**src/rtl/serial_rb_writer.sv**
```systemverilog
// serial_rb_writer: deserialises address/data frames from a gated serial link and writes them into a register bank.
module serial_rb_writer #(
  parameter int ADDR_W    = 3,
  parameter int DATA_W    = 18,
  parameter int NUM_PKT   = 8,
  parameter int PARITY_EN = 0
) (
  input  logic              clk,
  input  logic              rst,
  input  logic              sen,
  input  logic              sd,
  output logic              rb_rw,
  output logic [ADDR_W-1:0] rb_a,
  output logic [DATA_W-1:0] rb_d,
  output logic              done,
  output logic              frame_err,
  output logic [9:0]        pkt_cnt
);
  localparam int FRAME_W = ADDR_W + DATA_W + PARITY_EN;
  localparam int CW = $clog2(FRAME_W + 2);
  localparam logic [CW-1:0] FW = CW'(FRAME_W);
  localparam logic [CW-1:0] FW1 = CW'(FRAME_W + 1);
  localparam logic [9:0] NP = 10'(NUM_PKT);
  typedef enum logic [1:0] {IDLE, SHIFT, WRITE, DONE} state_t;
  state_t              state_q, state_d;
  logic [FRAME_W-1:0]  sr_q, sr_d;
  logic [CW-1:0]       cnt_q, cnt_d;
  logic                ovr_q, ovr_d;
  logic                rb_rw_q, rb_rw_d;
  logic [ADDR_W-1:0]   rb_a_q, rb_a_d;
  logic [DATA_W-1:0]   rb_d_q, rb_d_d;
  logic                done_q, done_d;
  logic                err_q, err_d;
  logic [9:0]          pkt_cnt_q, pkt_cnt_d;
  logic                good;
  logic [9:0]          pkt_inc;
  logic [FRAME_W-1:0]  sr_shift;
  assign sr_shift = {sr_q[FRAME_W-2:0], sd};
  assign pkt_inc = pkt_cnt_q + 10'd1;
  // parity is even over the whole frame, so a good frame XORs to zero
  assign good = (cnt_q == FW) && !ovr_q && (PARITY_EN == 0 || !(^sr_q));
  always_comb begin
    state_d   = state_q;
    sr_d      = sr_q;
    cnt_d     = cnt_q;
    ovr_d     = ovr_q;
    rb_rw_d   = 1'b1;
    rb_a_d    = rb_a_q;
    rb_d_d    = rb_d_q;
    done_d    = done_q;
    err_d     = 1'b0;
    pkt_cnt_d = pkt_cnt_q;
    case (state_q)
      IDLE: if (!sen) begin
        sr_d    = sr_shift;
        cnt_d   = CW'(1);
        ovr_d   = 1'b0;
        state_d = SHIFT;
      end
      SHIFT: if (!sen) begin
        ovr_d = ovr_q | (cnt_q >= FW);
        cnt_d = (cnt_q >= FW) ? FW1 : cnt_q + CW'(1);
        sr_d  = (cnt_q >= FW) ? sr_q : sr_shift;
      end else begin
        cnt_d   = '0;
        ovr_d   = 1'b0;
        state_d = good ? WRITE : IDLE;
        err_d   = !good;
        rb_rw_d = !good;
        rb_a_d  = good ? sr_q[FRAME_W-1 -: ADDR_W] : rb_a_q;
        rb_d_d  = good ? sr_q[FRAME_W-1-ADDR_W -: DATA_W] : rb_d_q;
      end
      WRITE: begin
        pkt_cnt_d = pkt_inc;
        if (pkt_inc == NP) begin
          state_d = DONE;
          done_d  = 1'b1;
        end else if (!sen) begin
          sr_d    = sr_shift;
          cnt_d   = CW'(1);
          ovr_d   = 1'b0;
          state_d = SHIFT;
        end else begin
          state_d = IDLE;
        end
      end
      default: ;
    endcase
  end
  always_ff @(posedge clk or posedge rst) begin
    if (rst) begin
      state_q   <= IDLE;
      sr_q      <= '0;
      cnt_q     <= '0;
      ovr_q     <= 1'b0;
      rb_rw_q   <= 1'b1;
      rb_a_q    <= '0;
      rb_d_q    <= '0;
      done_q    <= 1'b0;
      err_q     <= 1'b0;
      pkt_cnt_q <= '0;
    end else begin
      state_q   <= state_d;
      sr_q      <= sr_d;
      cnt_q     <= cnt_d;
      ovr_q     <= ovr_d;
      rb_rw_q   <= rb_rw_d;
      rb_a_q    <= rb_a_d;
      rb_d_q    <= rb_d_d;
      done_q    <= done_d;
      err_q     <= err_d;
      pkt_cnt_q <= pkt_cnt_d;
    end
  end
  assign rb_rw     = rb_rw_q;
  assign rb_a      = rb_a_q;
  assign rb_d      = rb_d_q;
  assign done      = done_q;
  assign frame_err = err_q;
  assign pkt_cnt   = pkt_cnt_q;
endmodule

```
**config.mk**
```make
export PLATFORM = sky130hd
export DESIGN_NAME = serial_rb_writer
export DESIGN_NICKNAME = d
export VERILOG_FILES = /design/src/rtl/serial_rb_writer.sv
export SDC_FILE = /design/constraint.sdc
export NUM_CORES = 1
export LEC_CHECK = 0
export CORE_ASPECT_RATIO = 0.6
export CORE_MARGIN = 1.5
export CORE_UTILIZATION = 50
export DETAILED_ROUTE_END_ITERATION = 7
export PLACE_DENSITY_LB_ADDON = 0.12
export SLEW_MARGIN = 20
export SYNTH_ARGS = -nofsm -noshare
export SYNTH_HDL_FRONTEND = slang
export SYNTH_SLANG_ARGS = --single-unit
```
**constraint.sdc**
```tcl
create_clock -name clk -period 2.1 [get_ports clk]
set_input_delay 0.63 -clock clk [delete_from_list [all_inputs] [get_ports clk]]
set_output_delay 0.63 -clock clk [all_outputs]
set_load 0.02 [all_outputs]
```
**Run 1: clock routing**

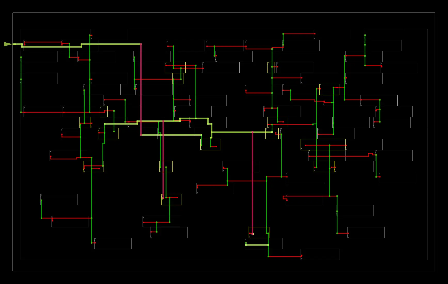
clock buffers created by TritonCTS: 9
power in the clock group: 1.05 mW
Flop Count: 63
CTS sink cnt: 63
Worst-Skew Late Latency: 0.34 ns

**Run 1: pin map**

The bar under the picture is 20 µm long. Pins as bars across the die edge, other pins in grey.
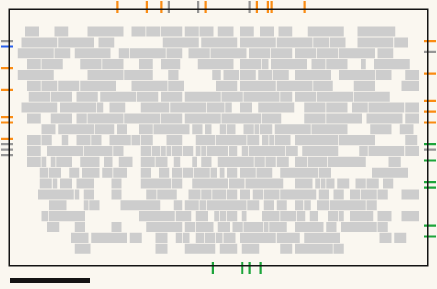
| colour | port | pins | direction | edge |
|---|---|---|---|---|
| green | pkt_cnt | 10 | output | 6 east, 4 south |
| blue | sd | 1 | input | west |
| orange | rb_d | 18 | output | 8 north, 5 east, 5 west |
count of buffers from port buffering: 37
DIE WIDTH: 104 µm
die height: 63.9 µm

**Run 1: selected gate families**

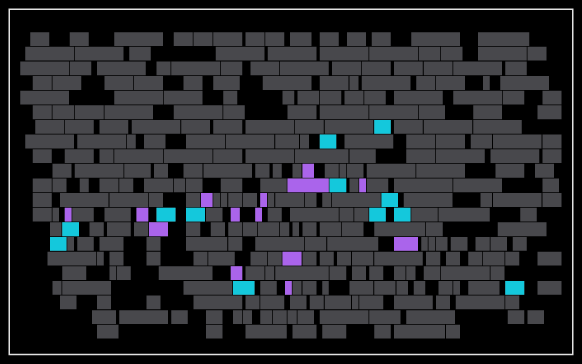
| colour | family | cells | most used |
|---|---|---|---|
| cyan | non-inverting ao/oa cells | 12 | a22o_1 |
| purple | nor cells | 14 | nor2_1 |

**Run 1: wiring heat map**

21 x 13 tiles, from white (low) to dark blue (high), scaled to the fullest tile. Values are wire area over tile area, all layers added.
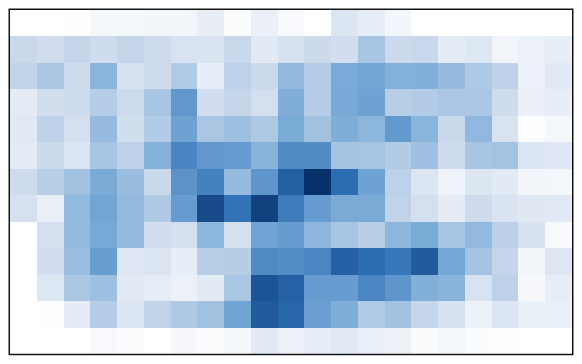
tiles over half the peak: 17%
densest ninth of the die: centre
fullest tile: 0.61
mean over tiles: 0.18
nearly empty tiles: 9.5%
emptiest ninth of the die: south-west
overall global routing resource usage: 22.8%
Post-Route WL: 7410 µm
wire per inst: 18.3 µm
via count: 2188

==> results.ini, run 1 <==
[cells_and_area]
mostFrequentLayoutCells = dfrtp_1, buf_4, mux2_4, clkdlybuf4s50_1, mux2_2
post_layout_cell_count = 404
post-route-util_pct = 75.3

[detailed_routing]
drtAntennaViolNets = 0
drc = 0
drt_first_pass_iters = 5
drt-vias-per-instance = 5.42

[timing]
worst-slew-pin-transition_ns = 0.438
setup_viol = 25
setup_tns_ns = -0.982
slew_headroom_pct = 70.6
final.min_clock_period_ns = 2.17
final.setup.worst_slack_ns = -0.0749

[logic_synthesis]
edf_count = 0
yosys_reported_design_area_after_synthesis_mm2 = 0.00309
netlist_top_cells_area = dfrtp_1, mux2_4, mux2_2

[pwr]
total_leakage_power_nw = 2.09
share_seq_of_total_power_pct = 46.6
total_switching_power_mw = 0.997

[status]
outcome = finished with violations
failed_checks = setup timing

[worst_setup_path]
r2r.worst_path.cells = 8
crit-reg2reg-capture = sr_q[8]
crit_path_end = sr_q[8]
reg2reg_from = pkt_cnt[1]

[floorplan]
design.portCount = 38
initial_utilization_pct = 53.7

[grt]
grt_start_max_net_pins = 35
grt_pass1_vias = 2252

## run 1: stage by stage
step | power (mW) | hold WS, ns | instance area (µm²)
2_1_floorplan | 2.04 | 0.466 | 3100
3_3_place_gp | 2.27 | 0.456 | 3830
3_5_place_dp | 2.30 | 0.458 | 3830
4_1_cts | 3.39 | 0.474 | 4200
5_1_grt | 3.62 | 0.515 | 4330
6_report | 3.44 | 0.475 | 4330
## run 1: metal layers
| layer | global-route usage [%] | share of wire (%) | vias to the layer above |
|---|---|---|---|
| met5 | 0 | 0 | - |
| met4 | 9.03 | 1.2 | 0 |
| met3 | 6.33 | 7.1 | 8 |
| met2 | 30.6 | 42 | 85 |
| met1 | 34.2 | 50 | 1075 |
| li1 | - | - | 1020 |
## run 1: area by class of cell
cell class	instances	area (µm²)
inverter	9	37.5
fill	360	1420
sequential	63	1580
multi-input combinational	146	1540
clock buffer	9	124
tap	80	100
clock inverter	7	72.6
timing repair buffer	90	883
## run 1: flip-flops by register name, summed over array words and instances, names as in the netlist
signal	cells
state_q	2
rb_a	3
rb_d	18
pkt_cnt	10
sr_q	21
cnt_q	5
frame_err	1
ovr_q	1
done	1
rb_rw	1
## run 1: cells by family (layout without fill, tap and decap cells)
group                      Yosys count  after routing  synth area share [%]
DFF                                 63             63                  51.1
and+or+nand+nor                     45             45                  8.10
muxes                               44             44                  18.4
AOI/OAI and AO/OA                   39             39                  12.1
buffers and inverters               19            115                  3.64
xor gates and xnor gates            10             10                  3.44
adders and majority gates            8              8                  3.24
## run 1: power by group through the flow
stage / clock network, mW / logic, mW / registers, mW
global placement: 0 / 0.678 / 1.59
floorplan: 0 / 0.478 / 1.56
detailed placement: 0 / 0.699 / 1.60
global route: 1.14 / 0.852 / 1.63
finish: 1.05 / 0.786 / 1.60
CTS: 1.07 / 0.736 / 1.58
## run 1: worst min-delay path by stage
stage,cells past startpoint,from,endpoint
2_1_floorplan,1,ovr_q,ovr_q
3_3_place_gp,1,done,done
3_5_place_dp,1,done,done
4_1_cts,1,done,done
5_1_grt,1,done,done
6_report,1,done,done
## run 1: cells in the mapped netlist (2+ instances only)
cell and n:
a22o_1 5, xnor2_1 7, nand3_1 7, a311oi_1 2
a211oi_1 2, o21ai_0 4, inv_1 9, dfrtp_1 62
nor2_1 5, clkbuf_1 2, nand4_1 2, xor2_1 2
mux2_4 20, nand2b_1 3, nand2_1 8, o31ai_1 6
mux2_2 23, buf_2 3, ha_1 8, nor4_1 2
buf_6 5, nor3_1 3, a21oi_4 2, or3_1 2
and3_1 4, nor2b_1 2, a21oi_1 3
## run 1: timing repair
action	4_1_cts	5_1_grt
setup endpoints to repair	35	54
buffers inserted	7	3
cloned	2	2
pin swaps	10	7
resized	20	27
hold buffers	0	0
**Run 1: layout detail**

The bar under the picture is 5 µm long. Region (42, 35) to (62, 55) µm. Cells in grey, sequential cells in the stronger grey; small squares are vias.
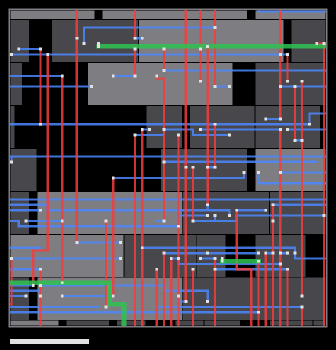

==> run 2, diff against run 1 <==
--- a/config.mk
+++ b/config.mk
@@ -5,9 +5,11 @@
 export SDC_FILE = /design/constraint.sdc
 export NUM_CORES = 1
 export LEC_CHECK = 0
+export CELL_PAD_IN_SITES_DETAIL_PLACEMENT = 2
+export CELL_PAD_IN_SITES_GLOBAL_PLACEMENT = 2
 export CORE_ASPECT_RATIO = 0.6
 export CORE_MARGIN = 1.5
-export CORE_UTILIZATION = 50
+export CORE_UTILIZATION = 35
 export DETAILED_ROUTE_END_ITERATION = 7
 export PLACE_DENSITY_LB_ADDON = 0.12
 export SLEW_MARGIN = 20
**Run 2: layout detail**

The bar under the picture is 5 µm long. Region (52, 43) to (72, 63) µm. Cells in grey, sequential cells in the stronger grey; small squares are vias.
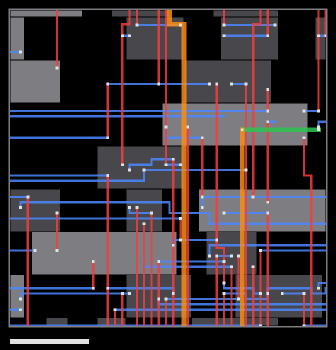
| colour | layer |
|---|---|
| red | M2 |
| blue | M1 |
| orange | M4 |
| green | M3 |
most frequent: mux2_4 (4), dfrtp_1 (3), clkdlybuf4s50_1 (2)
sequential cells in the window: 3
netlist names of flops here include: sr_q (2), rb_d (1)
cells with their middle in the window: 12

==> run 2 against run 1 <==
The run still ends with setup timing left; non-clock buffer count decreased by 4; synthesized area did not move; total power up 19%; setup slack got worse by 0.059 ns; clock skew is 0.0011 ns lower; design area rose by 3.0%; global-route usage shrank 3.4 points; via count rose by 1.0%; die size up 41%; critical path type unchanged.
==> results.ini, run 2 <==
[detailed_routing]
drt_first_pass_iters = 4  ; -1
drtAntennaViolNets = 0  ; unchanged
drc = 0  ; unchanged

[grt]
grt_start_max_net_pins = 64  ; +83%
grt_pass1_vias = 2291  ; +1.7%

[cts]
clock_sink_count = 63  ; unchanged

[status]
outcome = finished with violations
failed_checks = setup timing

[floorplan]
initial_utilization_pct = 36.2  ; -17 points
die.size.x_um = 124  ; +19%

[logic_synthesis]
xor_area_share_pct = 3.44  ; unchanged
yosys_reported_design_area_after_synthesis_mm2 = 0.00309  ; unchanged
netlist_top_cells_area = dfrtp_1, mux2_4, mux2_2
top_logic_kind = multiplexers
edf_count = 0  ; unchanged

[place]
placedInstanceArea_mm2 = 0.00383  ; about the same
place.port_buffers = 37  ; unchanged

[cells_and_area]
largest-register = sr_q
final_design_area_no_fill_mm2 = 0.00446  ; +3.0%
mostFrequentLayoutCells = dfrtp_1, buf_4, mux2_4, clkdlybuf4s50_1, mux2_2
n_fill_cell = 816  ; +130%

[timing]
setup_viol = 23  ; -8.0%
final.setup.worst_slack_ns = -0.134  ; -0.0594 ns

[hold_path]
hold-path-cell-count = 1  ; unchanged

[worst_setup_path]
r2r.worst_path.cells = 9  ; +1

**Run 2: wiring heat map**

25 x 15 tiles, from white (low) to dark blue (high), scaled to the fullest tile. Values are wire area over tile area, all layers added.
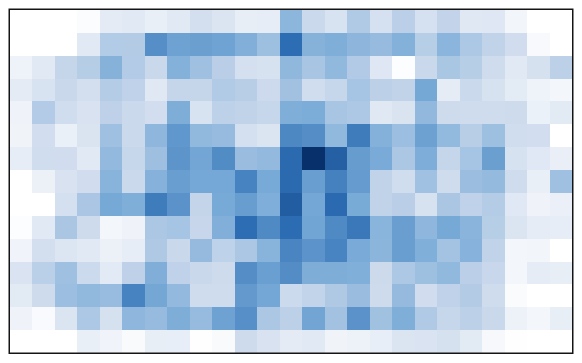
tiles over half the peak: 16%
fullest tile: 0.50
mean over tiles: 0.15
nearly empty tiles: 6.9%
Post-Route WL: 9230 µm
wire per inst: 21.4 µm
overall global routing resource usage: 19.4%
via count: 2210

[run 2: netlist changes by cell type in the layout (fill, tap and decap cells not counted), sizes merged]
cell,previous run,this run
buf,52,47
clkbuf,10,13
dlygate4sd2,6,9
dlymetal6s2s,5,2
bufinv,1,2
clkinv,3,2
clkinvlp,3,2
inv,9,8
[run 2: critical path, cell delays in order, from the launching register on]
cell and delay, ns:
dfrtp_2 0.39, buf_4 0.18, ha_1 0.19, nand2_1 0.10, a21oi_4 0.16, o2111ai_4 0.17
o31ai_4 0.29, buf_4 0.16, buf_12 0.15, mux2_4 0.32
[run 2: where the power goes]
part,switching [mW],internal (mW)
logic,0.348,0.476
clock network,0.570,1.07
registers,0.198,1.42
[run 2: timing repair]
action	4_1_cts	5_1_grt
pin swaps	1	5
endpoints found under the setup margin	40	53
buffers inserted	7	5
gates cloned	2	2
gates resized	21	24
[run 2: area by class of cell]
class | instances | area share, %
clock buffer | 11 | 5.44
timing repair buffer | 86 | 19.1
clock inverter | 5 | 1.82
tap | 112 | 3.14
multi-input combinational | 146 | 34.2
inverter | 9 | 0.841
sequential | 63 | 35.4
[run 2: worst max path at each step]
stage,start,to,slack (ns),cells past startpoint
after floorplan,pkt_cnt[1],sr_q[0],-0.15,8
after global placement,sen,state_q[1],-0.15,7
after detailed placement,sen,cnt_q[4],-0.21,8
after CTS,cnt_q[0],sr_q[18],-0.14,9
after global routing,pkt_cnt[0],sr_q[19],-0.23,9
final,pkt_cnt[0],sr_q[19],-0.13,9
[run 2: routing by layer]
| layer | track usage (%) | routed length, µm |
|---|---|---|
| met1 | 27.3 | 4640 |
| met2 | 28.6 | 4130 |
| met3 | 6.81 | 350 |
| met4 | 4.98 | 101 |
| met5 | 0 | 0 |
[run 2: cells by family (layout without fill, tap and decap cells)]
family                   Yosys count  after routing
AND-OR/OR-AND                     39             39
XOR/XNOR                          10             10
adder cells (fa/ha/maj)            8              8
buffers and inverters             19            111
flip-flops                        63             63
multiplexers                      44             44
AND/OR/NAND/NOR                   45             45
**Run 2: clock routing**

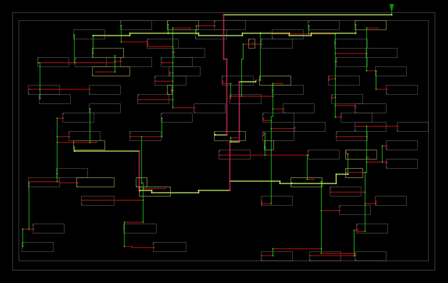

==> run 3, diff against run 2 <==
--- a/config.mk
+++ b/config.mk
@@ -16,3 +16,4 @@
 export SYNTH_ARGS = -nofsm -noshare
 export SYNTH_HDL_FRONTEND = slang
 export SYNTH_SLANG_ARGS = --single-unit
+export TNS_END_PERCENT = 5
**Run 3: clock routing**

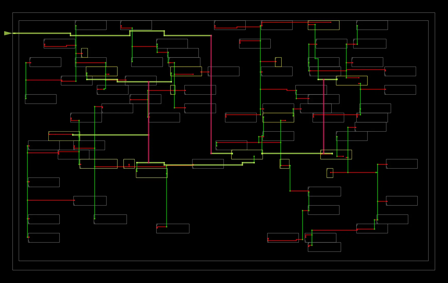
count of clock buffers in the final design: 10
maximum clock skew at final layout: 0.00577 ns

**Run 3: pin map**

The bar under the picture is 20 µm long. Pins as bars across the die edge, other pins in grey.
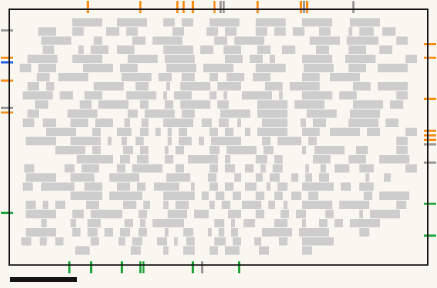
| colour | port | pins | direction | edge |
|---|---|---|---|---|
| blue | sd | 1 | input | west |
| orange | rb_d | 18 | output | 9 north, 6 east, 3 west |
| green | pkt_cnt | 10 | output | 7 south, 2 east, 1 west |
all pins by edge: 13 north, 10 east, 8 south, 7 west
DIE WIDTH: 124 µm
die height: 75.8 µm

==> run 3 against run 2 <==
The flow still finishes with violations (setup timing); synthesized cell count unchanged; first-iteration DRC count grew 4.3%; design area is 2.4% lower; clock-buffer cell count is 1 lower; combinational power shrank 1%; clock power fell by about 10%; total power shrank 5.0%; clock skew up 0.00099 ns; register-to-register slack better by 0.04 ns; flip-flop count did not move; die size unchanged; sequential power hardly changed; critical endpoint is now sr_q[9]; largest power group is now registers; highest routed layer unchanged.
==> results.ini, run 3 <==
[timing]
timing_hold_violations_final = 0
final.setup.worst_slack_ns = -0.0895  ; +0.0449 ns
setup_viol = 23  ; unchanged
final.min_clock_period_ns = 2.19

[hold_path]
hold-path-cell-count = 1  ; unchanged
worstHoldPathType = flop to flop

[cts]
clk_root_buffer_cell = clkbuf_16
clock_sink_count = 63  ; unchanged
cts_inserted_buffers = 9

[cells_and_area]
largest_register_ff_count = 21
mostFrequentLayoutCells = dfrtp_1, buf_4, clkdlybuf4s50_1, mux2_2, mux2_4
final_design_area_no_fill_mm2 = 0.00436  ; -2.4%
n_fill_cell = 838  ; +2.7%
largest-register = sr_q
syn2layout_area_growth_pct = 41.1

[worst_setup_path]
r2r.worst_path.cells = 8  ; -1
critical_path.cell_chain = buf_6 -> a21bo_1 -> a21oi_4 -> o2111ai_4 -> o31ai_4 -> buf_6 -> clkbuf_16 -> mux2_4
critical-path-slowest-cell = dfrtp_2
library_cell_appearing_most_often_on_the_critical_path = buf_6
critical_path.max_stage_delay_ns = 0.44  ; +0.05 ns

[detailed_routing]
routed-via-count = 2219  ; +0.41%
drt-vias-per-instance = 5.15
drc = 0  ; unchanged
drtAntennaViolNets = 0  ; unchanged
drt_first_pass_iters = 4  ; unchanged
wl_per_cell_um = 20.6  ; -3.3%
wirelength_um = 8900  ; -3.6%

[floorplan]
floorplan.rows = 26
initial_utilization_pct = 36.2  ; unchanged

[status]
failed_checks = setup timing
outcome = finished with violations

[logic_synthesis]
floorplan.nets = 240
synth_top_cell_by_count = dfrtp_1
yosys_reported_design_area_after_synthesis_mm2 = 0.00309  ; unchanged
netlist_top_cells_area = dfrtp_1, mux2_4, mux2_2
yosys.area.top_type = dfrtp_1
yosysTopAreaCellShare_pct = 50.2
ys_seq_elements = 63
edf_count = 0  ; unchanged

[place]
placedInstanceArea_mm2 = 0.00385  ; +0.52%
place.port_buffers = 37  ; unchanged

[grt]
grt_pass1_vias = 2348  ; +2.5%
grt_start_max_net_pins = 28  ; -56%
grtUsageTotal_pct = 18.8  ; -0.55 points

[pwr]
vdd_drop_max_mv = 0.547
total_leakage_power_nw = 2.05

==> run 3: path summary, 6_finish.rpt <==
kind                                end       start  slack (ns)
worst max-delay path            sr_q[9]  pkt_cnt[0]       -0.09
worst min-delay path               done        done        0.47
worst max register to register  sr_q[9]  pkt_cnt[0]       -0.09
worst min register to register     done        done        0.47
max in group asynchronous         rb_rw         rst        0.92
min in group asynchronous       sr_q[7]         rst        0.65
==> run 3: cells by family after synthesis <==
logic type / share of synthesized area, %
buf+inv: 3.64
mux: 18.4
simple gates: 8.10
compound gates: 12.1
fa+ha+maj: 3.24
flops: 51.1
xor+xnor: 3.44
==> run 3: repair_timing <==
action                                  CTS  global route
gates resized                            12            19
cloned                                    0             4
buffers inserted                          0             8
endpoints found under the setup margin   56            51
pin swaps                                 0             7
endpoints found under the hold margin     0             0
==> run 3: worst max-delay path, delay by kind of cell, from the launching register on <==
kind,cells,cell delay [ns]
buffers and inverters,3,0.46
AOI/OAI and AO/OA,4,0.87
muxes,1,0.30
DFF,1,0.44
==> run 3: final cells by class <==
class | instances | area (µm²) | share of cell area [%]
sequential | 63 | 1580 | 36.3
multi-input combinational | 146 | 1470 | 33.7
timing repair buffer | 85 | 838 | 19.2
clock buffer | 10 | 229 | 5.25
tap | 112 | 140 | 3.21
clock inverter | 6 | 61.3 | 1.41
inverter | 9 | 37.5 | 0.861
==> run 3: routing by layer <==
| metal | part of all wire [%] | wire length [µm] | vias up | global-route usage, % |
|---|---|---|---|---|
| met5 | 0 | 0 | - | 0 |
| met4 | 0.90 | 80 | 0 | 6.13 |
| met1 | 52 | 4630 | 1173 | 26.7 |
| li1 | - | - | 1005 | - |
| met3 | 3.9 | 347 | 7 | 6.18 |
| met2 | 43 | 3840 | 34 | 27.4 |
==> run 3: where the power goes <==
| part | total [mW] | internal (mW) | switching (mW) |
|---|---|---|---|
| Combinational | 0.812 | 0.453 | 0.360 |
| Clock | 1.47 | 0.914 | 0.556 |
| Sequential | 1.59 | 1.42 | 0.176 |
| Total | 3.88 | 2.78 | 1.09 |
==> run 3: per-stage QoR <==
stage          power (mW)  cells  TNS [ns]  hold slack, ns  util, %
2_1_floorplan        2.04    228     -3.17           0.466        -
3_3_place_gp         2.29    403     -1.63           0.455     45.2
3_5_place_dp         2.35    403     -2.85           0.465     45.2
4_1_cts              3.87    419    -0.801           0.477     48.8
5_1_grt              4.06    431     -3.64           0.498     51.1
6_report             3.88    431     -1.71           0.472     51.1
Power and IR drop assume default switching activity.
